Design bp_resolve_queue_flat, sky130hd; sources not shown.
Figure 1. Signal wires by layer (run 1).
Scale bar: 20 um. Two of the layers only.
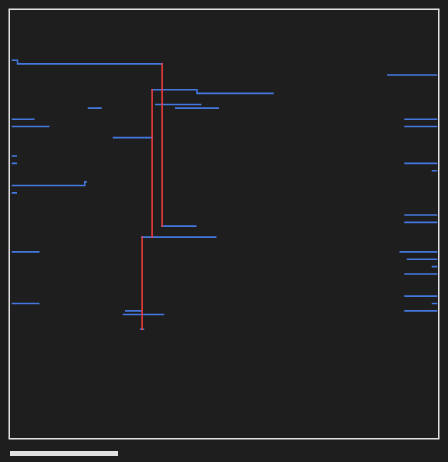
colour	layer	wire length
blue	met3	213 um
red	met4	74.1 um
wire length per cell after detailed routing: 13.8 um
vias after detailed routing: 1,908
total routing resource utilization after global routing: 18.5%
overall routed net length: 5090 um

Figure 2. Gate-type map (run 1).
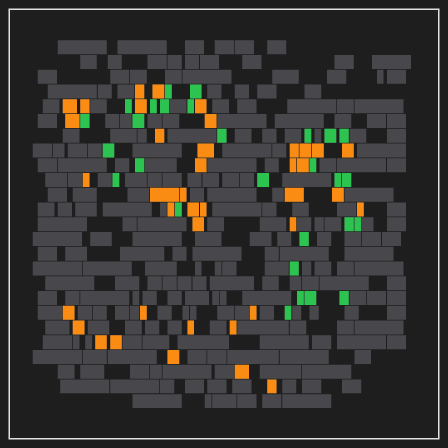
colour	family	cells	most used
green	NAND gates	28	nand2_1
orange	NOR gates	39	nor4_1
logic share of the area: 35.3%
most frequent logic cell in the layout: sky130_fd_sc_hd__clkdlybuf4s50_1
number of cells in the finished layout apart from fillers: 368

Figure 3. Sequential cells grouped by signal name (run 1).
Scale bar: 20 um.
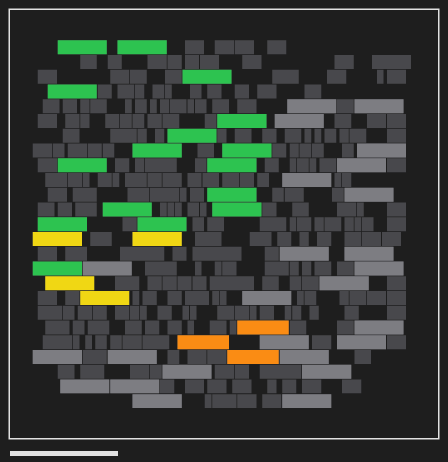
colour	name in the netlist	placed flops
orange	`u_core.q.occupancy`	3
green	`u_core.q.miss_cnt`	16
yellow	`u_core.mem_q`	4
flip-flop and latch share of the layout cell area: 36.0%
power of the sequential group: 1.29 mW
FF/Latch Area: 1200 sq um
Post-Route Utilization: 70.0%

==> run notes, run 1 <==
Observations from the implementation run.

Run status:
- The run finished, with violations left.
- The checks that failed: setup timing.

Final timing:
- In the final report, the number of endpoints failing setup comes to 1.
- The run puts the final setup slack of the worst path at -0.0243 ns.
- The pin closest to its max-slew limit shows a slew of 0.645 ns.
- In the final timing run, aggregate negative setup slack is -0.0243 ns.
- Setup repair after global routing could not meet its margin everywhere.

Worst setup path:
- Per the OpenROAD timing report, the critical path contains 10 cells.
- The worst setup path is launched from a register.
- Per STA, the worst path is made up of mux4_2 > xnor2_2 > o211ai_1 > inv_1 > ha_1 > inv_2 > fa_2 > xor2_1 > xnor2_1 > nor2_1.
- The run puts the delay of the slowest cell on the worst path at 0.53 ns.

Place:
- The run gives the worst slack after detailed placement as -0.0333 ns.
- The run gives the count of placed standard cells including taps as 355.
- The run puts the number of buffers inserted by port buffering at 47.
- According to the dpl log, the detail-placed design has an HPWL of 3790 um.

Yosys:
- The run gives the number of nets at floorplan as 233.
- The run puts the share of the synthesized area in the top cell type at 49.7%.
- The biggest area contributor in the post-synthesis netlist is sky130_fd_sc_hd__dfrtp_1.
- For reference, the top cells by count after synthesis are sky130_fd_sc_hd__dfrtp_1 (48), sky130_fd_sc_hd__xor2_1 (23), sky130_fd_sc_hd__inv_1 (13).
- The run gives the xor and xnor area share after synthesis as 11.9%.
- By instance count, the leading cell after synthesis is sky130_fd_sc_hd__dfrtp_1.

Detailed routing:
- The run gives the remaining antenna violation count as 0.
- TritonRoute reported its final design rule violation total as 0.
- The run puts the routed length on met3 at 212 um.
- The run puts the sum of met2 wire segment lengths after detailed routing at 2620 um.
- The run gives the detailed-route vias per instance as 5.18.
- The first TritonRoute pass finished after 4 iterations.

Pwr:
- The run gives the cell leakage power as 1.55 nW.
- Looking at the power breakdown, sequential logic takes 34.9% of the total.
- The run puts the maximum vdd ir drop at 0.815 mV.
- The run gives the combinational share of power as 50.9%.
- The run puts the overall power at 3.71 mW.

Floorplan:
- The run gives the vertical die dimension as 79.0 um.
- The run puts the initial core utilization at 50.5%.
- The run gives the die outline area as 6240 sq um.
- The run puts the area of the core region at 4790 sq um.
- The run puts the number of well taps at 67.

CTS:
- Gates resized during post-CTS repair numbered 1.
- The clock tree has to reach 48 sinks.

Final layout:
- The run puts the buffering overhead at 22.1%.
- Per the run report, area growth between synthesis and finish was 38.5%.
- By area, the class that comes first in the final layout consists of flip-flops and latches.

Global routing:
- met1 track demand over resource after global routing is 21.7%.
- The number of global-route vias before repair was 1,990.
- The run gives the total global routing overflow as 0.

Flow run:
- The run puts the number of max-cap violations at 0.
==> run 2: changes to the inputs <==
--- a/config.mk
+++ b/config.mk
@@ -5,11 +5,12 @@
 export SDC_FILE = /design/constraint.sdc
 export NUM_CORES = 1
 export LEC_CHECK = 0
-export CORE_MARGIN = 4
+export CORE_MARGIN = 10
 export CORE_UTILIZATION = 48
 export CTS_BUF_LIST = sky130_fd_sc_hd__clkbuf_2 sky130_fd_sc_hd__clkbuf_4 sky130_fd_sc_hd__clkbuf_8
 export DETAILED_ROUTE_END_ITERATION = 10
 export PLACE_DENSITY_LB_ADDON = 0.2
+export SETUP_SLACK_MARGIN = 0.15
 export SLEW_MARGIN = 10
 export SYNTH_ARGS = -nofsm -noshare
 export SYNTH_HDL_FRONTEND = slang
==> run notes, run 2 <==
Observations from the implementation run.

CTS:
- The run puts the number of buffers inserted by hold repair at cts at 0.
- The longest clock path from root to sink contains 2 buffers.
- Once the clock tree was built, the resizer swapped 16 gates to a different size.
- The run puts the clock network latency to the later pin of the worst-skew pair at 0.30 ns.
- According to the CTS report, the clock sink count is 48.
- Buffers inserted during clock tree synthesis total 5.

Detailed routing:
- The run gives the number of vias after detailed routing as 2,050.
- The run gives the routed length on met3 as 317 um.
- The run gives the detailed-route vias per instance as 5.50.
- The run puts the number of iterations in the first detailed-routing pass at 4.
- The run puts the sum of met2 wire segment lengths after detailed routing at 3720 um.
- In the routed design, unresolved DRC markers number 0.
- The run gives the remaining antenna violation count as 0.
- In the per-layer summary, the met1 wirelength comes to 2710 um.
- In the post-route report, total wirelength is listed as 6950 um.

Floorplan:
- The run puts the die span in x at 91.0 um.
- The run puts the number of well taps at 67.
- The die covers 8270 sq um.
- The run gives the initial core utilization as 50.2%.
- The run gives the vertical die dimension as 91.0 um.
- The run gives the area of the core region as 4820 sq um.

Place:
- The run puts the count of placed standard cells including taps at 353.
- The HPWL after detailed placement is 4230 um.
- The run gives the worst slack after detailed placement as -0.0596 ns.
- The run puts the number of buffers inserted by port buffering at 47.

Final timing:
- The run gives the worst hold-check slack as 0.240 ns.
- The run puts the hold violation count in the final report at 0.
- Setup repair after global routing could not meet its margin everywhere.
- After layout, the worst setup slack is -0.298 ns.
- Setup violations remaining at the end of the flow were counted as 7.
- The run gives the final critical-path required period as 2.50 ns.
- Setup total negative slack on the finished layout was measured at -0.668 ns.
- The run gives the top achievable clock speed as 400 MHz.
- For the pin with the worst max-slew slack, the measured transition is 0.867 ns.

Pwr:
- The clock network power reported by the tool is 0.633 mW.
- Per report_power, the combinational group accounts for 60.2% of the total.
- The run gives the overall power as 4.88 mW.
- The run gives the switching power share of the total as 42.4%.
- The run puts the cell leakage power at 1.72 nW.
- Sequential cells burn 26.8% of the power.
- The run gives the maximum vdd ir drop as 0.928 mV.

Yosys:
- The run puts the number of nets at floorplan at 233.
- By count the netlist is led by sky130_fd_sc_hd__dfrtp_1 (48), sky130_fd_sc_hd__xor2_1 (23), sky130_fd_sc_hd__inv_1 (13).
- Looking at area per cell type in the netlist, the leader is sky130_fd_sc_hd__dfrtp_1.
- The cell count after synthesis came out at 216.
- Per the synthesis report, the XOR/XNOR share of the synthesized area is 11.9%.
- The run puts the count of library flops with an enable pin at 0.
- The run gives the share of the synthesized area in the top cell type as 49.7%.
- Looking at the gate-level netlist, the highest instance count belongs to sky130_fd_sc_hd__dfrtp_1.

Worst setup path:
- The run gives the worst endpoint data arrival time as 2.68 ns.
- The run puts the required arrival time at the worst endpoint at 2.38 ns.
- STA classifies the critical path endpoint as a register.
- The run gives the sort of element at the start of the critical path as a register.
- The run puts the count of cell instances traversed by the critical path at 10.
- The critical path's slowest stage uses the library cell sky130_fd_sc_hd__mux4_2.
- The cell sequence reported for the critical path is mux4_2 > xnor2_2 > o211ai_1 > inv_1 > ha_1 > inv_1 > fa_2 > xor2_1 > xnor2_1 > nor2_1.
- The timing report attributes the biggest portion of critical-path delay to multiplexers.
- The run puts the delay of the slowest cell on the worst path at 0.57 ns.

Flow run:
- The number of maximum-capacitance violations recorded for the run is 0.
- The run gives the OpenROAD warning count as 32.

Run status:
- The checks that failed: setup timing.
- The run finished, with violations left.

Final layout:
- Measured on the final layout, the clock distribution area share stands at 2.85%.
- The run gives the synthesis-to-finish area growth as 54.4%.
- The top cell type in the final layout, fill and taps aside, is sky130_fd_sc_hd__clkdlybuf4s50_1.
- The run gives the combined flip-flop and latch cell area as 1200 sq um.
- The class occupying the most area after layout is reported as logic gates.
- After layout the signal buffers, clock cells excluded, come to 23.6% of cell area.
- The run puts the clock tree buffer count of the final layout at 6.

Global routing:
- Global routing finished with a remaining overflow of 0.
- The number of global-route vias before repair was 2,065.
- Global routing used 14.2% of the available tracks.
Figure 4. Sequential cells grouped by signal name (run 2).
Scale bar: 20 um.
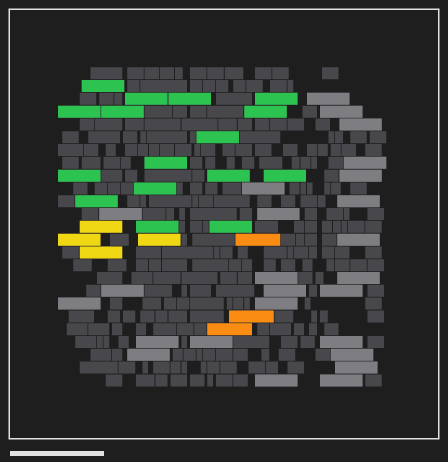
colour	name in the netlist	placed flops
orange	`u_core.q.occupancy`	3
green	`u_core.q.miss_cnt`	16
yellow	`u_core.mem_q`	4
Post-Route Utilization: 77.5%
flip-flop and latch share of the layout cell area: 32.3%
power of the sequential group: 1.31 mW

Figure 5. Gate-type map (run 2).
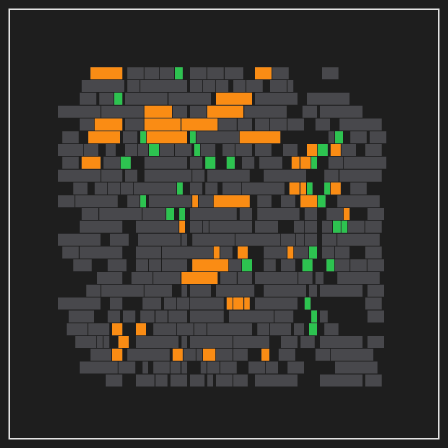
colour	family	cells	most used
orange	NOR gates	39	nor2_1
green	NAND gates	28	nand2_1
number of cells in the finished layout apart from fillers: 373
logic share of the area: 37.7%

Figure 6. Routing congestion map (run 2).
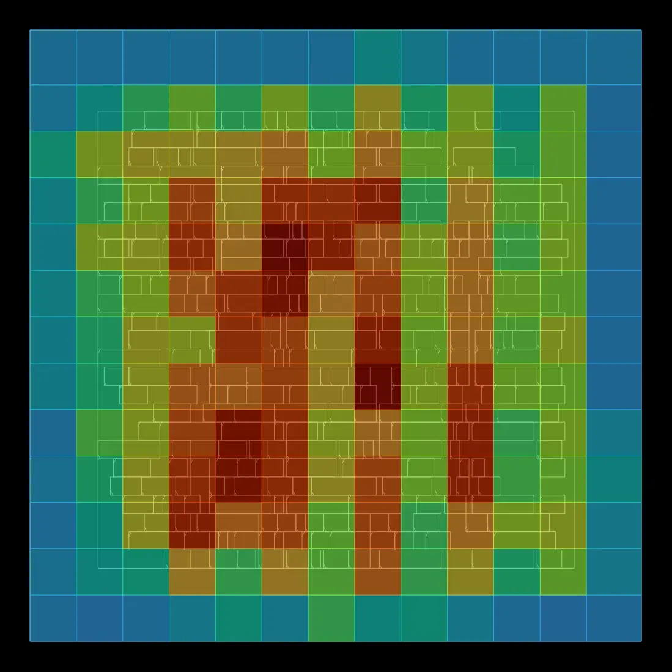
wire length per cell after detailed routing: 18.6 um
busiest layer in global routing: met2
GR met3 Demand/Resource: 4.28%
GR met1 Demand/Resource: 15.4%

Power is estimated from default activity; no workload was simulated.
